$ cat src/rtl/pipelined_main_control_pkg.sv
// Shared opcode map, ALU-class encoding and per-stage control bundles
// for the pipelined MIPS main control.
package main_control_pkg;

  localparam logic [5:0] OP_RTYPE = 6'b000000;
  localparam logic [5:0] OP_LW    = 6'b100011;
  localparam logic [5:0] OP_SW    = 6'b101011;
  localparam logic [5:0] OP_BEQ   = 6'b000100;
  localparam logic [5:0] OP_BNE   = 6'b000101;
  localparam logic [5:0] OP_ADDI  = 6'b001000;
  localparam logic [5:0] OP_ANDI  = 6'b001100;
  localparam logic [5:0] OP_ORI   = 6'b001101;
  localparam logic [5:0] OP_SLTI  = 6'b001010;
  localparam logic [5:0] OP_J     = 6'b000010;

  // Full 3-bit ALU class; the basic variant only ever produces codes < 4.
  localparam logic [2:0] ULA_ADD   = 3'b000;
  localparam logic [2:0] ULA_SUB   = 3'b001;
  localparam logic [2:0] ULA_FUNCT = 3'b010;
  localparam logic [2:0] ULA_AND   = 3'b011;
  localparam logic [2:0] ULA_OR    = 3'b100;
  localparam logic [2:0] ULA_SLT   = 3'b101;

  typedef struct packed {
    logic       regdst;
    logic       ULAsrc;
    logic       memtoreg;
    logic       regwrite;
    logic       memread;
    logic       memwrite;
    logic       branch;
    logic       bne;
    logic       jump;
    logic [2:0] ULAop;
  } ctrl_t;

  // Controls still needed once the instruction has left EX.
  typedef struct packed {
    logic memtoreg;
    logic regwrite;
    logic memread;
    logic memwrite;
    logic branch;
    logic bne;
  } mem_ctrl_t;

  typedef struct packed {
    logic memtoreg;
    logic regwrite;
  } wb_ctrl_t;

  localparam ctrl_t     CTRL_BUBBLE = '0;
  localparam mem_ctrl_t MEM_BUBBLE  = '0;
  localparam wb_ctrl_t  WB_BUBBLE   = '0;

  function automatic mem_ctrl_t to_mem(input ctrl_t c);
    mem_ctrl_t m;
    m.memtoreg = c.memtoreg;
    m.regwrite = c.regwrite;
    m.memread  = c.memread;
    m.memwrite = c.memwrite;
    m.branch   = c.branch;
    m.bne      = c.bne;
    return m;
  endfunction

  function automatic wb_ctrl_t to_wb(input mem_ctrl_t m);
    wb_ctrl_t w;
    w.memtoreg = m.memtoreg;
    w.regwrite = m.regwrite;
    return w;
  endfunction

endpackage

$ cat src/rtl/pipelined_main_control_decoder.sv
// Combinational opcode decoder: op -> control bundle, flagging opcodes
// outside the enabled instruction set.
module control_decoder
  import main_control_pkg::*;
#(
  parameter bit EXT = 1'b1
) (
  input  logic [5:0] op,
  output ctrl_t      ctrl,
  output logic       illegal_op
);

  always_comb begin
    ctrl       = CTRL_BUBBLE;
    illegal_op = 1'b0;
    case (op)
      OP_RTYPE: begin
        ctrl.regdst   = 1'b1;
        ctrl.regwrite = 1'b1;
        ctrl.ULAop    = ULA_FUNCT;
      end
      OP_LW: begin
        ctrl.ULAsrc   = 1'b1;
        ctrl.memtoreg = 1'b1;
        ctrl.regwrite = 1'b1;
        ctrl.memread  = 1'b1;
        ctrl.ULAop    = ULA_ADD;
      end
      OP_SW: begin
        ctrl.ULAsrc   = 1'b1;
        ctrl.memwrite = 1'b1;
        ctrl.ULAop    = ULA_ADD;
      end
      OP_BEQ: begin
        ctrl.branch = 1'b1;
        ctrl.ULAop  = ULA_SUB;
      end
      // Extended opcodes fall back to illegal when the variant lacks them.
      OP_BNE: begin
        if (EXT) begin
          ctrl.branch = 1'b1;
          ctrl.bne    = 1'b1;
          ctrl.ULAop  = ULA_SUB;
        end else begin
          illegal_op = 1'b1;
        end
      end
      OP_ADDI: begin
        if (EXT) begin
          ctrl.ULAsrc   = 1'b1;
          ctrl.regwrite = 1'b1;
          ctrl.ULAop    = ULA_ADD;
        end else begin
          illegal_op = 1'b1;
        end
      end
      OP_ANDI: begin
        if (EXT) begin
          ctrl.ULAsrc   = 1'b1;
          ctrl.regwrite = 1'b1;
          ctrl.ULAop    = ULA_AND;
        end else begin
          illegal_op = 1'b1;
        end
      end
      OP_ORI: begin
        if (EXT) begin
          ctrl.ULAsrc   = 1'b1;
          ctrl.regwrite = 1'b1;
          ctrl.ULAop    = ULA_OR;
        end else begin
          illegal_op = 1'b1;
        end
      end
      OP_SLTI: begin
        if (EXT) begin
          ctrl.ULAsrc   = 1'b1;
          ctrl.regwrite = 1'b1;
          ctrl.ULAop    = ULA_SLT;
        end else begin
          illegal_op = 1'b1;
        end
      end
      OP_J: begin
        if (EXT) begin
          ctrl.jump = 1'b1;
        end else begin
          illegal_op = 1'b1;
        end
      end
      default: illegal_op = 1'b1;
    endcase
  end

endmodule

$ cat src/rtl/pipelined_main_control.sv
// Pipelined main control: decodes the ID opcode and carries the control
// bundle through ID/EX, EX/MEM and MEM/WB, with bubble/squash and illegal-op counting.
module pipelined_main_control
  import main_control_pkg::*;
#(
  parameter bit EXT  = 1'b1,
  parameter int CNTW = 8,
  localparam int ULAOPW = EXT ? 3 : 2
) (
  input  logic              clk,
  input  logic              reset,
  input  logic [5:0]        op,
  input  logic              id_valid,
  input  logic              stall,
  input  logic              flush,
  output logic              ex_regdst,
  output logic              ex_ULAsrc,
  output logic              ex_branch,
  output logic              ex_bne,
  output logic              ex_jump,
  output logic [ULAOPW-1:0] ex_ULAop,
  output logic              mem_memread,
  output logic              mem_memwrite,
  output logic              mem_branch,
  output logic              mem_bne,
  output logic              wb_memtoreg,
  output logic              wb_regwrite,
  output logic              illegal,
  output logic [CNTW-1:0]   illegal_cnt
);

  // id_valid qualifies op for exactly the cycle it is high; there is no
  // backpressure, stall and flush only replace the ID/EX (and EX/MEM) load.
  ctrl_t           dec_ctrl;
  logic            dec_illegal;
  ctrl_t           id_ex_d;
  logic            illegal_accept;
  ctrl_t           id_ex;
  mem_ctrl_t       ex_mem;
  wb_ctrl_t        mem_wb;
  logic            illegal_q;
  logic [CNTW-1:0] cnt_q;

  control_decoder #(.EXT(EXT)) u_decoder (
    .op         (op),
    .ctrl       (dec_ctrl),
    .illegal_op (dec_illegal)
  );

  // A squashed or stalled slot never reports an illegal opcode.
  assign illegal_accept = id_valid && dec_illegal && !flush && !stall;

  always_comb begin
    id_ex_d = dec_ctrl;
    if (flush || stall || !id_valid || dec_illegal) begin
      id_ex_d = CTRL_BUBBLE;
    end
  end

  always_ff @(posedge clk or posedge reset) begin
    if (reset) begin
      id_ex     <= CTRL_BUBBLE;
      ex_mem    <= MEM_BUBBLE;
      mem_wb    <= WB_BUBBLE;
      illegal_q <= 1'b0;
      cnt_q     <= '0;
    end else begin
      id_ex     <= id_ex_d;
      ex_mem    <= flush ? MEM_BUBBLE : to_mem(id_ex);
      mem_wb    <= to_wb(ex_mem);
      illegal_q <= illegal_accept;
      if (illegal_accept && (cnt_q != '1)) begin
        cnt_q <= cnt_q + CNTW'(1);
      end
    end
  end

  assign ex_regdst    = id_ex.regdst;
  assign ex_ULAsrc    = id_ex.ULAsrc;
  assign ex_branch    = id_ex.branch;
  assign ex_bne       = id_ex.bne;
  assign ex_jump      = id_ex.jump;
  assign ex_ULAop     = id_ex.ULAop[ULAOPW-1:0];
  assign mem_memread  = ex_mem.memread;
  assign mem_memwrite = ex_mem.memwrite;
  assign mem_branch   = ex_mem.branch;
  assign mem_bne      = ex_mem.bne;
  assign wb_memtoreg  = mem_wb.memtoreg;
  assign wb_regwrite  = mem_wb.regwrite;
  assign illegal      = illegal_q;
  assign illegal_cnt  = cnt_q;

endmodule

$ cat config.mk
export PLATFORM = sky130hd
export DESIGN_NAME = pipelined_main_control
export DESIGN_NICKNAME = d
export VERILOG_FILES = /design/src/rtl/pipelined_main_control_pkg.sv /design/src/rtl/pipelined_main_control_decoder.sv /design/src/rtl/pipelined_main_control.sv
export SDC_FILE = /design/constraint.sdc
export NUM_CORES = 1
export LEC_CHECK = 0
export CORE_MARGIN = 1.5
export CORE_UTILIZATION = 30
export CTS_BUF_LIST = sky130_fd_sc_hd__clkbuf_8
export DETAILED_ROUTE_END_ITERATION = 10
export PLACE_DENSITY = 0.61
export SKIP_LAST_GASP = 1
export SYNTH_ARGS = -nofsm -noshare
export SYNTH_HDL_FRONTEND = slang
export SYNTH_SLANG_ARGS = --single-unit
$ cat constraint.sdc
create_clock -name clk -period 2.01 [get_ports clk]
set_clock_uncertainty 0.15 [all_clocks]
set_input_delay 0.3015 -clock clk [delete_from_list [all_inputs] [get_ports clk]]
set_output_delay 0.3015 -clock clk [all_outputs]
set_load 0.005 [all_outputs]
Fig. 1: run 1, clock nets
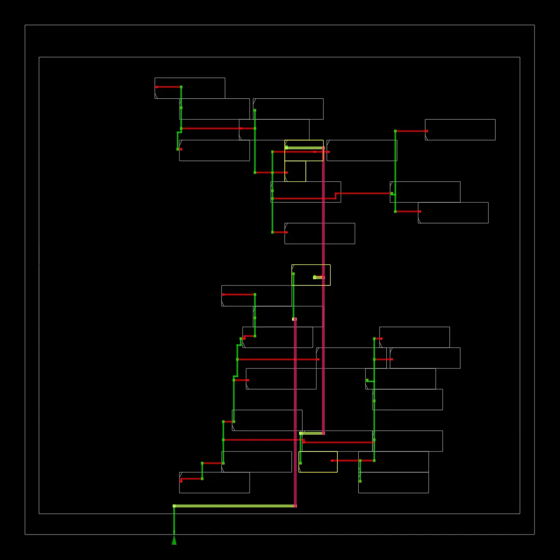
clk pwr: 300 µW
Flop Count: 27
worst skew pair latency: 0.27 ns
TritonCTS buffer count: 3
Sink Count: 27

Fig. 2: run 1, cell classes on the final placement
Scale bar: 20 µm. Fill, decap, tap and diode cells in grey.
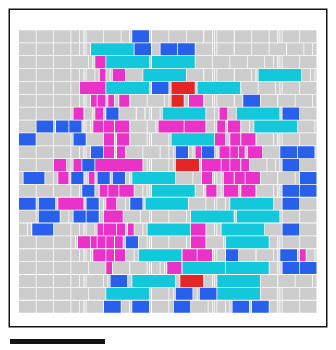
| class | colour | cells |
|---|---|---|
| registers | cyan | 27 |
| remaining logic cells | magenta | 72 |
| remaining buffers and delay cells | blue | 51 |
| clock drivers and dummy loads | red | 4 |
core area: 3770 µm²
sequential fraction of total cell area: 38.2%
Core Rows: 22
Core Util, Final: 46.8%
cell area after layout: 1770 µm²

Fig. 3: run 1, selected gate families
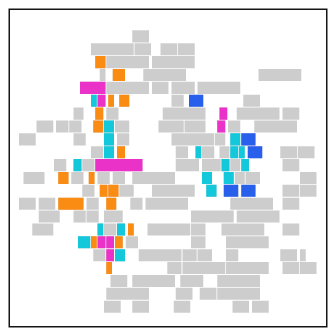
| family | colour | cells |
|---|---|---|
| aoi and oai cells | magenta | 8 |
| nor cells | orange | 17 |
| nand cells | cyan | 18 |
| xor and xnor cells | blue | 5 |

==> GITHUB_STEP_SUMMARY, run 1 <==
## Synthesis and layout report

| Metric | Value |
|---|---|
| Highest Signal Layer | met4 |
| P_sw | 331 µW |
| Post-Synthesis Cells | 105 |
| Initial antenna violation count | 0 |
| Wire length on met2 | 1270 µm |
| H-tree lvl count | 1 |
| Antenna Nets Post-Route | 0 |
| Pins Over Slew Limit | 0 |
| Vias in the first global route | 954 |
| EDFF count, synth | 0 |
| IO Pins | 34 |
| Initial Util | 32.3% |
| Crit Path Max Fanout | 4 |
| Power per Cell Area | 701 nW/µm² |
| Min Tclk post-route | 1.93 ns |
| Area share, top type | 55.4% |
| Req. time, crit path | 2.02 ns |
| Slew margin rel. | 59.8% |
| WL final | 2560 µm |
| Outcome | finished, final reports clean |
| Worst Path Buf+Inv | 2 |
| Worst Path Arrival | 1.94 ns |
| Crit path cell chain | clkdlybuf4s50_1, nor4_1, buf_4, a2111oi_4, nand4_1, mux2_1 |
| Post-synth regs | 27 |
| Final HPWL DP | 2050 µm |
| Hold/Removal Path Class | input port to flop |
| Asr flop ratio synth | 100% |
| Die x size | 66.8 µm |
| RSZ-0062 raised after global routing | no |
| Clk root buf | clkbuf_8 |
| Starting DRT DRC Count | 38 |
| Critical path class | input port to flop |
| Slowest CP cell | clkdlybuf4s50_1 |
| DIE AREA | 4460 µm² |
| Die H | 66.8 µm |
| Synth area leader | dfrtp_1 |
| Antenna diodes | 0 |
| Final hold violations | 0 |
| IO buf count | 33 |
| Synth Flop Type | dfrtp_1 |
| OpenROAD warnings | 26 |
| Max cap viols | 0 |
| Leak Pwr | 0.807 nW |
| Clock-pin slew on the worst setup and hold paths | 0.09 ns |
| Syn-to-layout area delta | 44.8% |
| Total congestion overflow | 0 |
| Worst Tran Pin Value | 0.603 ns |
| Pre-Repair DR Iteration Count | 4 |
run 1: final timing paths:
path	start	to	slack (ns)	cells past startpoint
max in group asynchronous	reset	wb_memtoreg	0.95	3
hold / removal	id_valid	ex_ULAsrc	0.19	3
hold reg to reg	ex_mem[4]	wb_regwrite	0.23	0
setup reg to reg	illegal_cnt[3]	illegal_cnt[1]	0.38	4
min in group asynchronous	reset	illegal_cnt[5]	0.24	2
setup / recovery	op[0]	illegal_cnt[6]	0.08	6
run 1: area by class of cell:
class	count	area [µm²]	share of cell area, %
multi-input cells	70	502	28.4
inverters	2	7.51	0.425
repair buffers	51	473	26.8
clock buffers	3	41.3	2.34
clock inverters	1	7.51	0.425
well taps	48	60.1	3.40
flip-flops and latches	27	676	38.2
run 1: cell usage in the layout, fill, tap and decap left out:
cell type and n:
nor2_1 5, nand2_2 1, nor2b_1 1, and3_1 4, buf_4 18, a21o_1 1
inv_1 2, o21a_1 2, and2b_2 5, dlymetal6s2s_1 3, xnor2_1 5, a211o_1 1
o21ai_0 1, nand2b_1 4, clkdlybuf4s50_1 30, dfrtp_1 27, nand2_1 4, nand3b_1 1
ha_1 1, a21oi_1 5, nor4_1 5, mux2_4 1, and4_1 1, clkinvlp_4 1
nor3b_1 1, nand3_1 5, nor4b_2 1, nand4_1 3, a2111oi_4 1, clkbuf_8 3
a2111oi_2 1, and3_2 2, nor3_1 4, mux2_1 1, or3b_4 1, o22a_1 1
or2_2 1
run 1: power by group through the flow:
stage	registers, mW	logic (mW)	clock network (mW)
3_3_place_gp	0.660	0.272	0
2_1_floorplan	0.650	0.114	0
6_report	0.651	0.287	0.300
5_1_grt	0.662	0.322	0.339
3_5_place_dp	0.662	0.277	0
4_1_cts	0.651	0.278	0.314
run 1: stage by stage:
stage / instances / util [%] / area (µm²) / hold WS (ns) / setup WS [ns]
floorplan: 105 / - / 1220 / 0.181 / 0.200
global placement: 198 / 45.1 / 1700 / 0.182 / -0.204
CTS: 202 / 46.4 / 1750 / 0.231 / 0.0333
detailed placement: 198 / 45.1 / 1700 / 0.210 / -0.253
finish: 202 / 46.8 / 1770 / 0.186 / 0.0795
global route: 202 / 46.8 / 1770 / 0.228 / 0.00406
run 1: cells by family (layout without fill, tap and decap cells):
logic type	count (synthesis)	in the layout	share of synthesized area [%]
AND-OR/OR-AND	13	13	9.23
XOR/XNOR	5	5	3.59
adder cells (fa/ha/maj)	1	1	1.03
buffers and inverters	8	57	4.31
flip-flops	27	27	55.4
multiplexers	2	2	1.85
AND/OR/NAND/NOR	49	49	24.6
run 1: worst reg2reg max path: stages (launching register included):
cell and delay, ns:
dfrtp_1 0.44, and4_1 0.27, nand4_1 0.19, nand2_1 0.17, mux2_4 0.30
run 1: flip-flops by register name, summed over array words and instances, names as in the netlist:
register,count
mem_branch,1
illegal,1
ex_bne,1
id_ex,3
mem_memread,1
wb_memtoreg,1
ex_regdst,1
ex_jump,1
mem_memwrite,1
illegal_cnt,8
mem_bne,1
ex_ULAop,3
wb_regwrite,1
ex_branch,1
ex_mem,1
ex_ULAsrc,1
run 1: layer usage:
metal	vias up	GRT usage (%)
met3	7	2.03
met2	34	21.4
met1	469	14.5
li1	468	-
met4	0	9.69
met5	-	0
==> run 2: changes to the inputs <==
--- a/config.mk
+++ b/config.mk
@@ -9,7 +9,9 @@
 export CORE_UTILIZATION = 30
 export CTS_BUF_LIST = sky130_fd_sc_hd__clkbuf_8
 export DETAILED_ROUTE_END_ITERATION = 10
-export PLACE_DENSITY = 0.61
+export DONT_BUFFER_PORTS = 1
+export PLACE_DENSITY = 0.51
+export SETUP_SLACK_MARGIN = 0.3
 export SKIP_LAST_GASP = 1
 export SYNTH_ARGS = -nofsm -noshare
 export SYNTH_HDL_FRONTEND = slang
Fig. 4: run 2, cells by drive strength
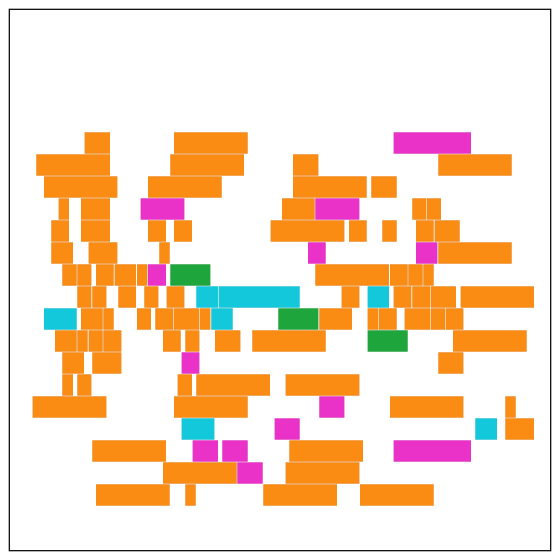
| size | colour | cells | share | most used |
|---|---|---|---|---|
| x1 and smaller | orange | 89 | 79% | dfrtp_1 |
| x6 and larger | green | 3 | 2.7% | clkbuf_8 |
| x3 and x4 | cyan | 7 | 6.3% | buf_4 |
| x2 | magenta | 13 | 12% | and2b_2 |
Syn-to-layout area delta: 12.4%
final worst slack: 0.382 ns
cell area after layout: 1370 µm²

==> GITHUB_STEP_SUMMARY, run 2 <==
## Synthesis and layout report

| Metric | Value |
|---|---|
| Slowest CP cell | dfrtp_2 (was clkdlybuf4s50_1) |
| Area share, top type | 55.4% (unchanged) |
| Initial Util | 32.3% (unchanged) |
| Clk root buf | clkbuf_8 (unchanged) |
| Pre-CTS setup slack | 0.282 ns (was -0.253 ns) |
| Power per Cell Area | 806 nW/µm² (was 701 nW/µm²) |
| Worst R2R Path Depth | 4 (unchanged) |
| DIE AREA | 4460 µm² (unchanged) |
| Critical path class | flop to flop (was input port to flop) |
| Starting DRT DRC Count | 74 (was 38) |
| Worst Tran Pin Value | 0.338 ns (was 0.603 ns) |
| Outcome | finished, final reports clean (unchanged) |
| Core area | 3770 µm² (unchanged) |
| Pre-Repair DR Iteration Count | 4 (unchanged) |
| TritonCTS buffer count | 3 (unchanged) |
| Crit path cell chain | and4_1, nand4_1, nand2_2, mux2_1 (was clkdlybuf4s50_1, nor4_1, buf_4, a2111oi_4, nand4_1, mux2_1) |
| Initial antenna violation count | 0 (unchanged) |
| IO Pins | 34 (unchanged) |
| Area after DPL | 1270 µm² (was 1700 µm²) |
| Worst Path Arrival | 1.64 ns (was 1.94 ns) |
| Post-Layout Cell Count | 160 (was 202) |
| Commonest Layout Cell | dfrtp_1 (was clkdlybuf4s50_1) |
| WL final | 2470 µm (was 2560 µm) |
| Hold/Removal Path Class | input port to flop (unchanged) |
| EDFF count, synth | 0 (unchanged) |
| Core Util, Final | 36.4% (was 46.8%) |
| Inst Count DP | 151 (was 198) |
| Post-synth regs | 27 (unchanged) |
| Antenna Nets Post-Route | 0 (unchanged) |
| Synth Flop Type | dfrtp_1 (unchanged) |
| Die H | 66.8 µm (unchanged) |
| Pins Over Slew Limit | 0 (unchanged) |
| Number of flip-flops in the largest register | 8 (unchanged) |
| Crit Path Max Fanout | 6 (was 4) |
| RSZ-0062 raised after global routing | no (unchanged) |
| Max cap viols | 0 (unchanged) |
| H-tree lvl count | 1 (unchanged) |
| Sink Count | 27 (unchanged) |
| Worst skew pair latency | 0.27 ns (about the same) |
| Antenna diodes | 0 (unchanged) |
| Post-Synthesis Cells | 105 (unchanged) |
| Reg-to-reg endpoint | illegal_cnt[1] (unchanged) |
| Core Rows | 22 (unchanged) |
| Leak Pwr | 0.608 nW (was 0.807 nW) |
| Slew margin rel. | 77.5% (was 59.8%) |
| Clock-pin slew on the worst setup and hold paths | 0.09 ns (about the same) |
-- run 2: layer usage --
layer  track usage [%]  share of wire (%)  up-vias
li1                  -                  -      387
met1              15.5                 41      416
met2              18.8                 49       36
met3              5.57                9.7        2
met4              2.30               0.53        0
met5                 0                  0        -
-- run 2: worst max path at each step --
stage	end	from	depth (start not counted)	slack (ns)
floorplan	illegal_cnt[1]	flush	4	0.20
global placement	illegal_cnt[1]	flush	4	0.29
detailed placement	illegal_cnt[1]	flush	4	0.28
CTS	illegal_cnt[1]	illegal_cnt[3]	4	0.30
global route	illegal_cnt[1]	illegal_cnt[6]	4	0.31
finish	illegal_cnt[1]	illegal_cnt[3]	4	0.38
-- run 2: timing repair --
item	4_1_cts	5_1_grt
hold endpoints to repair	34	0
hold buffers	5	0
resized	0	4
endpoints found under the setup margin	0	1
-- run 2: power groups by stage --
stage | sequential (mW) | combinational (mW) | clock (mW)
floorplan | 0.650 | 0.115 | 0
global placement | 0.674 | 0.126 | 0
detailed placement | 0.676 | 0.130 | 0
CTS | 0.665 | 0.140 | 0.315
global route | 0.680 | 0.163 | 0.339
finish | 0.667 | 0.142 | 0.296
-- run 2: critical path, delay by kind of cell, from the launching register on --
| family | cells | cell delay [ns] |
|---|---|---|
| flip-flops | 1 | 0.43 |
| AND/OR/NAND/NOR | 3 | 0.63 |
| multiplexers | 1 | 0.31 |
-- run 2: cells by family (layout without fill, tap and decap cells) --
| logic type | count (synthesis) | after routing | share of synthesized area (%) |
|---|---|---|---|
| AND-OR/OR-AND | 13 | 13 | 9.23 |
| XOR/XNOR | 5 | 5 | 3.59 |
| adder cells (fa/ha/maj) | 1 | 1 | 1.03 |
| buffers and inverters | 8 | 15 | 4.31 |
| flip-flops | 27 | 27 | 55.4 |
| multiplexers | 2 | 2 | 1.85 |
| AND/OR/NAND/NOR | 49 | 49 | 24.6 |
-- run 2: cell type report --
cell class                 instances  area [µm²]  area share (%)
inverter                           2        7.51           0.547
clock buffer                       3        41.3            3.01
tap                               48        60.1            4.38
clock inverter                     1        3.75           0.274
timing repair buffer               9        80.1            5.84
sequential                        27         678            49.5
multi-input combinational         70         500            36.5
==> run 3: changes to the inputs <==
--- a/config.mk
+++ b/config.mk
@@ -10,7 +10,7 @@
 export CTS_BUF_LIST = sky130_fd_sc_hd__clkbuf_8
 export DETAILED_ROUTE_END_ITERATION = 10
 export DONT_BUFFER_PORTS = 1
-export PLACE_DENSITY = 0.51
+export PLACE_DENSITY = 0.52
 export SETUP_SLACK_MARGIN = 0.3
 export SKIP_LAST_GASP = 1
 export SYNTH_ARGS = -nofsm -noshare
==> constraint.sdc (replaced) <==
create_clock -name clk -period 1.34 [get_ports clk]
set_clock_uncertainty 0.15 [all_clocks]
set_input_delay 0.201 -clock clk [delete_from_list [all_inputs] [get_ports clk]]
set_output_delay 0.201 -clock clk [all_outputs]
set_load 0.005 [all_outputs]
Fig. 5: run 3, cell classes on the final placement
Scale bar: 20 µm. Fill, decap, tap and diode cells in grey.
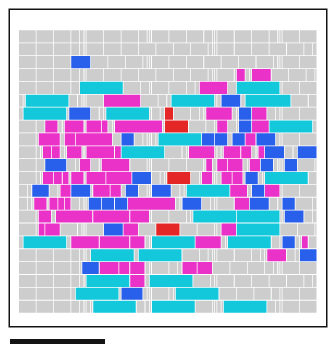
| class | colour | cells |
|---|---|---|
| remaining buffers and delay cells | blue | 34 |
| remaining logic cells | magenta | 72 |
| clock drivers and dummy loads | red | 4 |
| registers | cyan | 27 |
sequential fraction of total cell area: 37.4%
cell area after layout: 1810 µm²
Core Util, Final: 47.9%

==> GITHUB_STEP_SUMMARY, run 3 <==
## Synthesis and layout report

| Metric | Value |
|---|---|
| Post-Synthesis Cells | 105 (unchanged) |
| Min Tclk post-route | 1.41 ns (was 1.63 ns) |
| H-tree lvl count | 1 (unchanged) |
| Setup crit start | illegal_cnt[4] (was illegal_cnt[3]) |
| Power per Cell Area | 1100 nW/µm² (was 806 nW/µm²) |
| Core area | 3770 µm² (unchanged) |
| EDFF count, synth | 0 (unchanged) |
| TritonCTS buffer count | 3 (unchanged) |
| Failing checks | hold timing, setup timing |
| Antenna diodes | 0 (unchanged) |
| Total congestion overflow | 0 (unchanged) |
| Syn-to-layout area delta | 48.2% (was 12.4%) |
| Final worst slack | -0.0696 ns (was 0.382 ns) |
| Core Rows | 22 (unchanged) |
| Initial antenna violation count | 0 (unchanged) |
| Sink Count | 27 (unchanged) |
| WL final | 3010 µm (was 2470 µm) |
| Number of flip-flops in the largest register | 8 (unchanged) |
| Leak Pwr | 0.837 nW (was 0.608 nW) |
| IO Pins | 34 (unchanged) |
| Critical Path End | illegal_cnt[6] (was illegal_cnt[1]) |
| Outcome | complete, but fails checks (was finished, final reports clean) |
| Setup-failing EPs final | 8 (was 0) |
| Worst skew pair latency | 0.26 ns (was 0.27 ns) |
| Synth Flop Type | dfrtp_1 (unchanged) |
| Req. time, crit path | 1.35 ns (was 2.02 ns) |
| Clock-pin slew on the worst setup and hold paths | 0.09 ns (about the same) |
| Final hold violations | 9 (was 0) |
| Synth area leader | dfrtp_1 (unchanged) |
| Critical path class | flop to flop (unchanged) |
| Initial Util | 32.3% (unchanged) |
| Pre-Repair DR Iteration Count | 4 (unchanged) |
| Hold/Removal Path Class | input port to flop (unchanged) |
| Crit Path Max Fanout | 4 (was 6) |
| Min Hold Slack | -0.167 ns (was 0.0342 ns) |
| DIE AREA | 4460 µm² (unchanged) |
| Reg-to-reg endpoint | illegal_cnt[6] (was illegal_cnt[1]) |
| OpenROAD warnings | 31 (was 27) |
| Clk root buf | clkbuf_8 (unchanged) |
==> run 3: report_power, final <==
| part | switching (mW) | internal (mW) | total, mW |
|---|---|---|---|
| Clock | 0.241 | 0.208 | 0.449 |
| Combinational | 0.254 | 0.346 | 0.600 |
| Sequential | 0.0610 | 0.886 | 0.946 |
| Total | 0.556 | 1.44 | 2.00 |
==> run 3: cell type report <==
class	instances	area (µm²)	share of cell area, %
clock inverter	1	5.00	0.277
timing repair buffer	34	323	17.9
tap	48	60.1	3.32
inverter	2	7.51	0.415
multi-input combinational	70	694	38.4
sequential	27	677	37.4
clock buffer	3	41.3	2.28
==> run 3: what timing repair did <==
| action | 4_1_cts | 5_1_grt |
|---|---|---|
| resized | 30 | 21 |
| hold buffers | 5 | 1 |
| setup endpoints to repair | 25 | 39 |
| pin swaps | 14 | 5 |
| buffers inserted | 2 | 3 |
| cloned | 0 | 0 |
| hold endpoints to repair | 43 | 9 |
==> run 3: cell families after synthesis <==
family / Yosys count / synth area share (%)
AND/OR/NAND/NOR: 49 / 24.6
XOR/XNOR: 5 / 3.59
flip-flops: 27 / 55.4
adder cells (fa/ha/maj): 1 / 1.03
multiplexers: 2 / 1.85
AND-OR/OR-AND: 13 / 9.23
buffers and inverters: 8 / 4.31
==> run 3: through the flow <==
stage / cells / cell area (µm²)
6_report: 185 / 1810
2_1_floorplan: 105 / 1230
5_1_grt: 185 / 1810
3_3_place_gp: 170 / 1410
3_5_place_dp: 170 / 1410
4_1_cts: 181 / 1660
==> run 3: worst min-delay path by stage <==
| stage | start | endpoint | depth (start not counted) |
|---|---|---|---|
| CTS | op[3] | ex_bne | 1 |
| finish | op[3] | ex_bne | 1 |
| floorplan | reset | ex_ULAop[0] | 1 |
| detailed placement | reset | illegal_cnt[4] | 2 |
| global route | op[3] | ex_bne | 1 |
| global placement | reset | illegal_cnt[5] | 2 |
==> run 3: routing by layer <==
metal	GRT usage, %	vias up	wire length [µm]
met5	0	-	0
met4	5.36	0	12
li1	-	437	-
met2	24.5	27	1580
met3	4.73	2	170
met1	15.9	464	1240
==> run 3: worst reg2reg max path: stages (launching register included) <==
cell,delay [ns]
dfrtp_1,0.40
buf_4,0.16
and3_1,0.16
nand4_1,0.12
mux2_4,0.31
Power is estimated from default activity; no workload was simulated.
